### src/rtl/perf_pkg.sv
// Shared constants for the perf_cntr MMIO port: register map, control encodings and arbiter FSM states.
package perf_pkg;

    localparam logic [7:0] PERF_CTRL       = 8'h00;
    localparam logic [7:0] PERF_MCYCLE_LO  = 8'h04;
    localparam logic [7:0] PERF_MCYCLE_HI  = 8'h08;
    localparam logic [7:0] PERF_INSNRET_LO = 8'h10;
    localparam logic [7:0] PERF_INSNRET_HI = 8'h14;

    localparam logic [2:0] CNT_CLR  = 3'd0;
    localparam logic [2:0] CNT_RUN  = 3'd1;
    localparam logic [2:0] CNT_HOLD = 3'd2;

    typedef enum logic [1:0] {
        ST_IDLE  = 2'd0,
        ST_ISSUE = 2'd1,
        ST_RESP  = 2'd2
    } state_t;

endpackage

### src/rtl/rr_pick.sv
// Round-robin selector: first eligible requester at or after ptr, wrapping modulo N.
module rr_pick #(
    parameter int N  = 4,
    parameter int IW = $clog2(N)
) (
    input  logic [N-1:0]  eligible,
    input  logic [IW-1:0] ptr,
    output logic          any,
    output logic [IW-1:0] idx
);

    logic [IW-1:0] j;

    always_comb begin
        any = 1'b0;
        idx = '0;
        j   = '0;
        for (int i = 0; i < N; i++) begin
            j = IW'((int'(ptr) + i) % N);
            if (!any && eligible[j]) begin
                any = 1'b1;
                idx = j;
            end
        end
    end

endmodule

### src/rtl/perf_cntr_arbiter.sv
// Shares one perf_cntr MMIO port among N_REQ requesters; one transaction per IDLE->ISSUE->RESP pass.
module perf_cntr_arbiter
    import perf_pkg::*;
#(
    parameter int N_REQ = 4,
    parameter int AW    = 8,
    parameter int WW    = 3
) (
    input  logic                clk_i,
    input  logic                rst_i,
    input  logic [N_REQ-1:0]    req_i,
    input  logic [N_REQ-1:0]    we_i,
    input  logic [N_REQ*AW-1:0] addr_i,
    input  logic [N_REQ*WW-1:0] wdata_i,
    output logic [N_REQ-1:0]    ack_o,
    output logic [31:0]         rdata_o,
    output logic [AW-1:0]       pc_addr_o,
    output logic [WW-1:0]       pc_wdata_o,
    output logic                pc_w_en_o,
    input  logic [31:0]         pc_rdata_i,
    output state_t              dbg_state
);

    localparam int IW = $clog2(N_REQ);

    state_t           state;
    logic [IW-1:0]    rr_ptr;
    logic [IW-1:0]    grant_idx;
    logic [N_REQ-1:0] eligible;
    logic             pick_any;
    logic [IW-1:0]    pick_idx;
    logic [AW-1:0]    addr_arr  [N_REQ];
    logic [WW-1:0]    wdata_arr [N_REQ];

    always_comb begin
        for (int k = 0; k < N_REQ; k++) begin
            addr_arr[k]  = addr_i[k*AW +: AW];
            wdata_arr[k] = wdata_i[k*WW +: WW];
        end
    end

    // The requester being acked this cycle still has req_i high; keep it out of this grant.
    assign eligible  = req_i & ~ack_o;
    assign dbg_state = state;

    rr_pick #(.N(N_REQ), .IW(IW)) u_rr_pick (
        .eligible (eligible),
        .ptr      (rr_ptr),
        .any      (pick_any),
        .idx      (pick_idx)
    );

    always_ff @(posedge clk_i) begin
        if (rst_i) begin
            state      <= ST_IDLE;
            rr_ptr     <= '0;
            grant_idx  <= '0;
            ack_o      <= '0;
            rdata_o    <= '0;
            pc_addr_o  <= '0;
            pc_wdata_o <= '0;
            pc_w_en_o  <= 1'b0;
        end else begin
            ack_o     <= '0;
            pc_w_en_o <= 1'b0;
            case (state)
                ST_IDLE: begin
                    if (pick_any) begin
                        grant_idx  <= pick_idx;
                        pc_addr_o  <= addr_arr[pick_idx];
                        pc_wdata_o <= wdata_arr[pick_idx];
                        pc_w_en_o  <= we_i[pick_idx];
                        rr_ptr     <= (pick_idx == IW'(N_REQ - 1)) ? '0 : pick_idx + 1'b1;
                        state      <= ST_ISSUE;
                    end
                end
                ST_ISSUE: begin
                    state <= ST_RESP;
                end
                ST_RESP: begin
                    // perf_cntr registers its read data, so it is valid during this cycle.
                    rdata_o <= pc_rdata_i;
                    ack_o   <= N_REQ'(1) << grant_idx;
                    state   <= ST_IDLE;
                end
                default: begin
                    state <= ST_IDLE;
                end
            endcase
        end
    end

endmodule

### config.mk
export PLATFORM = sky130hd
export DESIGN_NAME = perf_cntr_arbiter
export DESIGN_NICKNAME = d
export VERILOG_FILES = /design/src/rtl/perf_pkg.sv /design/src/rtl/rr_pick.sv /design/src/rtl/perf_cntr_arbiter.sv
export SDC_FILE = /design/constraint.sdc
export NUM_CORES = 1
export LEC_CHECK = 0
export CAP_MARGIN = 30
export CELL_PAD_IN_SITES_DETAIL_PLACEMENT = 2
export CELL_PAD_IN_SITES_GLOBAL_PLACEMENT = 2
export CORE_UTILIZATION = 21
export CTS_CLUSTER_SIZE = 20
export DETAILED_ROUTE_END_ITERATION = 16
export GPL_TIMING_DRIVEN = 0
export PLACE_DENSITY = 0.85
export SLEW_MARGIN = 20
export SYNTH_ARGS = -nofsm -noshare
export SYNTH_HDL_FRONTEND = slang
export SYNTH_HIERARCHICAL = 1
export SYNTH_SLANG_ARGS = --single-unit
### constraint.sdc
create_clock -name clk_i -period 4.35 [get_ports clk_i]
set_input_delay 0.435 -clock clk_i [delete_from_list [all_inputs] [get_ports clk_i]]
set_output_delay 0.435 -clock clk_i [all_outputs]
set_load 0.005 [all_outputs]
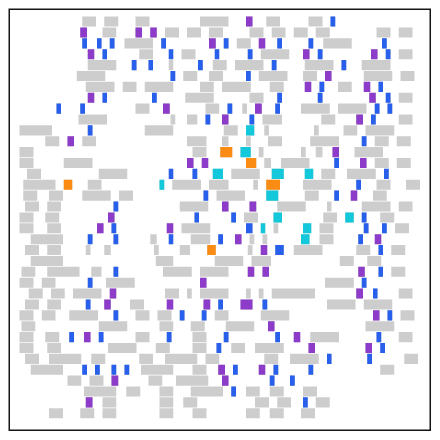
(run_1/gate_families.png)
(4 px per micron)
Key: purple = inverting AOI/OAI gates [cells 53, most used a21oi_1, where spread over the die]; blue = NAND gates [cells 95, most used nand2_1, where spread over the die]; orange = AND and OR gates [cells 5, where centre]; cyan = NOR gates [cells 12, most used nor2b_1]
Layout Cells excl Fill: 536
Commonest Layout Cell: clkdlybuf4s50_1
logic share of the area: 27.0%

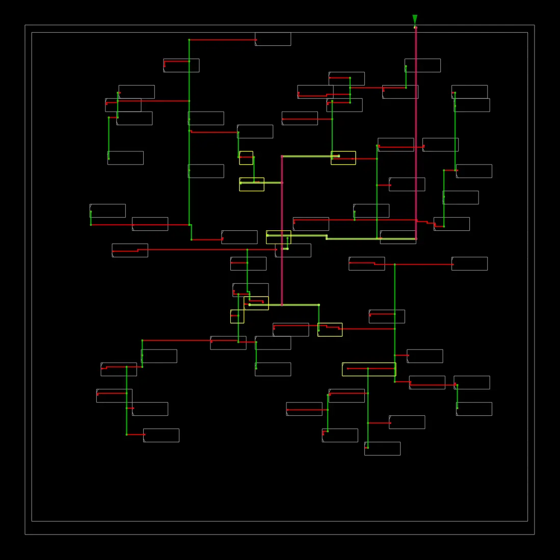
(run_1/final_clocks.png)
CTS buffer count: 5
CTS sink count: 54
Post-Route Skew: 0.0111 ns
clkbuf count: 5
Clk. pwr: 0.000350 W

==> flow_summary.toml, run 1 <==
# implementation run metrics
[status]
status = "finished clean"

[grt]
grt_pass1_vias = 2692
grt_overflow = 0

[yosys]
yosys_warnings = 6
synthAoiAreaFrac_pct = 12.5
async_flop_share_pct = 0
ys_sh_xor_pct = 0

[floorplan]
rows = 37

[final_timing]
rsz0062_at_grt = "no"
fin_tns_setup_ns = 0
setup_viol_count_final = 0

[detailed_routing]
antenna_left = 0
wl_microns = 8730
vias = 2374
routed.top_layer = "met4"
wl_per_cell_microns = 16.3
wl_met1_microns = 3440

[setup_path]
r2r-end = "pc_addr_o[1]$_SDFFE_PP0P_"
crit_path_end_kind = "flip-flop"
crit_arrival_ns = 3.07
max_stage_delay_ns = 0.53
startpoint = "req_i[1]"
path_class = "input pin to flip-flop"
crit_buf_inv = 4

[finish]
inverters = 5
final-nonclk-buf-share_pct = 37.1
comb_cells = 179
logic_area_sq_um = 1040

[place]
gp_congestion = 0.677

[run]
warnings = 26
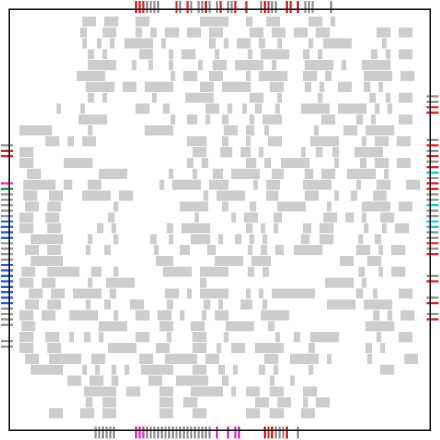
(run_1/pins.png)
(4 px per micron) Pins as bars across the die edge, other pins in grey.
Key: blue = `wdata_i` [pins 12, direction input, edge left]; red = `pc_rdata_i` [pins 32, direction input, edge 14 top, 12 right, 4 bottom, 2 left]; cyan = `ack_o` [pins 4, direction output, edge right]; magenta = `pc_addr_o` [pins 8, direction output, edge 7 bottom, 1 left]; green = `pc_w_en_o` [pins 1, direction output, edge left]
Die H: 105 microns
# port buffers: 134
Die X: 105 microns

-- run 1: report_power, final --
group | total, W | switching [W] | internal, W
Combinational | 0.000341 | 0.000139 | 0.000203
Clock | 0.000350 | 0.000179 | 0.000172
Sequential | 0.000556 | 0.0000245 | 0.000531
-- run 1: flip-flops by register name, summed over array words and instances, names as in the netlist --
signal / cells
ack_o: 4
dbg_state: 2
grant_idx: 2
pc_addr_o: 8
pc_w_en_o: 1
pc_wdata_o: 3
rdata_o: 32
rr_ptr: 2
-- run 1: tightest hold or removal path: stages (launching register included) --
cell,delay [ns]
dfxtp_1,0.32
nand2_1,0.05
a21oi_1,0.05
==> run_1/clock_map.png <==
(4 px per micron)
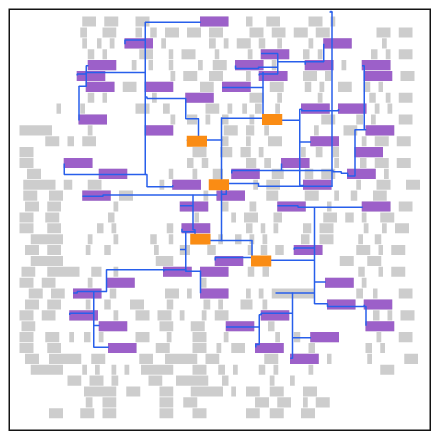

## Run 2: what changed since run 1
--- a/config.mk
+++ b/config.mk
@@ -8,11 +8,11 @@
 export CAP_MARGIN = 30
 export CELL_PAD_IN_SITES_DETAIL_PLACEMENT = 2
 export CELL_PAD_IN_SITES_GLOBAL_PLACEMENT = 2
-export CORE_UTILIZATION = 21
+export CORE_UTILIZATION = 19
 export CTS_CLUSTER_SIZE = 20
 export DETAILED_ROUTE_END_ITERATION = 16
 export GPL_TIMING_DRIVEN = 0
-export PLACE_DENSITY = 0.85
+export PLACE_DENSITY = 0.78
 export SLEW_MARGIN = 20
 export SYNTH_ARGS = -nofsm -noshare
 export SYNTH_HDL_FRONTEND = slang
==> constraint.sdc (replaced) <==
create_clock -name clk_i -period 3 [get_ports clk_i]
set_input_delay 0.3 -clock clk_i [delete_from_list [all_inputs] [get_ports clk_i]]
set_output_delay 0.3 -clock clk_i [all_outputs]
set_load 0.005 [all_outputs]
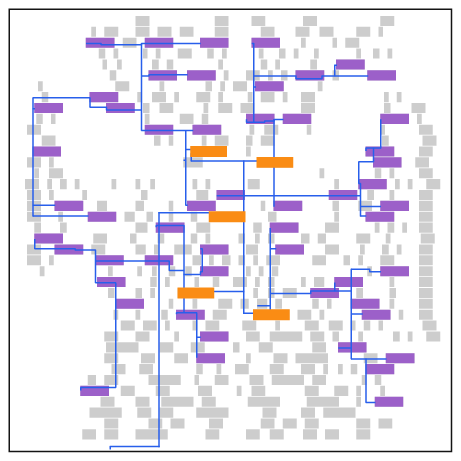
(run_2/clock_map.png)
(4 px per micron)
Key: purple = flip-flops [count 54]; blue = clock wires [length 774 microns]; orange = cells driving clock nets [count 5]
There are 6 routed clock nets.
clk_lat worst skew: 0.29 ns
part of the power in the clock network: 31.5%

==> flow_summary.toml, run 2 <==
# implementation run metrics
[detailed_routing]
antenna_left = 0
wl_met1_microns = 3520
wl_microns = 8840

[pwr]
p_sw_share_pct = 26.5
seqPwrFrac_pct = 42.4
power-top-group = "sequential cells"
p_seq_w = 0.000805
switchingPower_w = 0.000503
power_clock_w = 0.000597

[status]
status = "finished clean"

[run]
warnings = 26

[finish]
regMostFlops = "rdata_o"
comb_area_share_pct = 26.7
nClkBuffers = 6
inverters = 5
final-nonclk-buf-share_pct = 36.6
largest_reg_flops = 32

[setup_path]
max_stage_delay_ns = 0.54
crit_path_end_kind = "flip-flop"

[grt]
grt_overflow = 0
grt_pass1_vias = 2612

[clock_network]
clock-sinks = 54

[yosys]
yosys_warnings = 6

[floorplan]
rows = 39
die.size.y_microns = 110
die_w_microns = 110
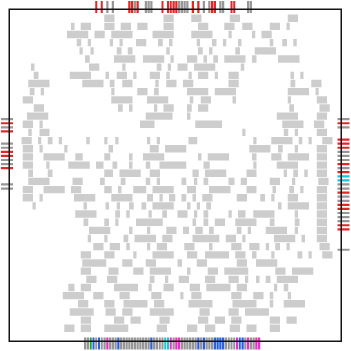
(run_2/pins.png)
(3 px per micron) Pins as bars across the die edge, other pins in grey.
Key: green = `pc_w_en_o` [pins 1, direction output, edge bottom]; cyan = `ack_o` [pins 4, direction output, edge 2 right, 2 bottom]; red = `pc_rdata_i` [pins 32, direction input, edge 16 top, 11 right, 5 left]; magenta = `pc_addr_o` [pins 8, direction output, edge bottom]; blue = `wdata_i` [pins 12, direction input, edge bottom]
All pins by edge: 64 bottom, 32 top, 27 right, 13 left.

## run 2: cell counts after synthesis
No cell type changed its count.
## run 2: cells by family (layout without fill, tap and decap cells)
kind of cell	after synthesis	in the layout	synth area share [%]
compound gates	54	54	12.5
fa+ha+maj	1	1	0.563
buf+inv	25	167	4.67
flops	54	54	48.6
mux	12	12	12.2
simple gates	112	112	21.4
## run 2: per-stage QoR
step	worst slack (ns)	area (sq um)	instances	TNS (ns)
3_5_place_dp	-0.0844	3740	535	-0.331
3_3_place_gp	0.0290	3740	535	0
2_1_floorplan	0.777	2220	258	0
6_report	0.203	3890	543	0
5_1_grt	0.0423	3890	543	0
4_1_cts	0.167	3890	543	0
==> run_2/gate_families.png <==
(3 px per micron)
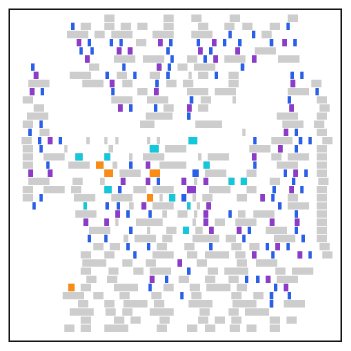

## Run 3: what changed since run 2
--- a/config.mk
+++ b/config.mk
@@ -8,11 +8,12 @@
 export CAP_MARGIN = 30
 export CELL_PAD_IN_SITES_DETAIL_PLACEMENT = 2
 export CELL_PAD_IN_SITES_GLOBAL_PLACEMENT = 2
-export CORE_UTILIZATION = 19
-export CTS_CLUSTER_SIZE = 20
+export CORE_UTILIZATION = 20
+export CTS_BUF_LIST = sky130_fd_sc_hd__clkbuf_4 sky130_fd_sc_hd__clkbuf_8
+export CTS_CLUSTER_SIZE = 16
 export DETAILED_ROUTE_END_ITERATION = 16
 export GPL_TIMING_DRIVEN = 0
-export PLACE_DENSITY = 0.78
+export PLACE_DENSITY = 0.81
 export SLEW_MARGIN = 20
 export SYNTH_ARGS = -nofsm -noshare
 export SYNTH_HDL_FRONTEND = slang
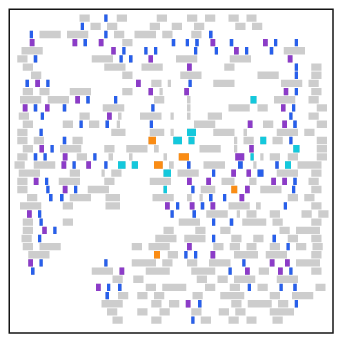
(run_3/gate_families.png)
(3 px per micron)
Key: orange = AND and OR gates [cells 5, where centre]; purple = inverting AOI/OAI gates [cells 53, most used a21oi_1, where spread over the die]; cyan = NOR gates [cells 12, most used nor2b_1]; blue = NAND gates [cells 95, most used nand2_1, where spread over the die]

==> flow_summary.toml, run 3 <==
# implementation run metrics
[clock_network]
cts_buffers = 5
clock-sinks = 54

[yosys]
yosys_warnings = 6

[status]
status = "finished clean"

[final_timing]
rsz0062_at_grt = "no"
fin_tns_setup_ns = 0

[finish]
logic_area_sq_um = 1040
comb_area_share_pct = 27.2
finalInstanceArea_sq_um = 3820
comb_cells = 179
final-nonclk-buf-share_pct = 37.3
top_regs = "rdata_o (32), pc_addr_o (8), ack_o (4)"

[setup_path]
path_class = "input pin to flip-flop"

[place]
io_buffers = 134
gp_congestion = 0.703
dp_cells = 532

[pwr]
cellInternalPower_w = 0.00124
switchingPower_w = 0.000469
combPwrFrac_pct = 28.8

[floorplan]
die_w_microns = 107
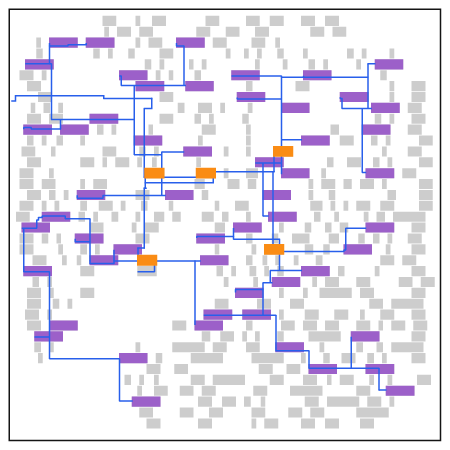
(run_3/clock_map.png)
(4 px per micron)
Key: orange = cells driving clock nets [count 5]; purple = flip-flops [count 54]; blue = clock wires [length 785 microns]
There are 6 routed clock nets. Position of the flops: spread over the die.
clk_lat worst skew: 0.31 ns
part of the power in the clock network: 24.2%
Clk. pwr: 0.000414 W
Post-Route Skew: 0.0102 ns

[run 3: cell counts after synthesis]
Identical to the previous run, type by type.
[run 3: logic make-up (layout without fill, tap and decap cells)]
| logic type | after synthesis | count (layout) | share of synthesized area [%] |
|---|---|---|---|
| flip-flops | 54 | 54 | 48.6 |
| multiplexers | 12 | 12 | 12.2 |
| AND-OR/OR-AND | 54 | 54 | 12.5 |
| AND/OR/NAND/NOR | 112 | 112 | 21.4 |
| buffers and inverters | 25 | 165 | 4.67 |
| adder cells (fa/ha/maj) | 1 | 1 | 0.563 |
[run 3: routing by layer]
layer	track usage, %	part of all wire, %	vias up
met5	0	0	-
met3	4.48	7.1	8
met4	3.42	0.95	0
met2	28.9	51	81
met1	16.9	40	1150
li1	-	-	1141
Power is estimated from default activity; no workload was simulated.
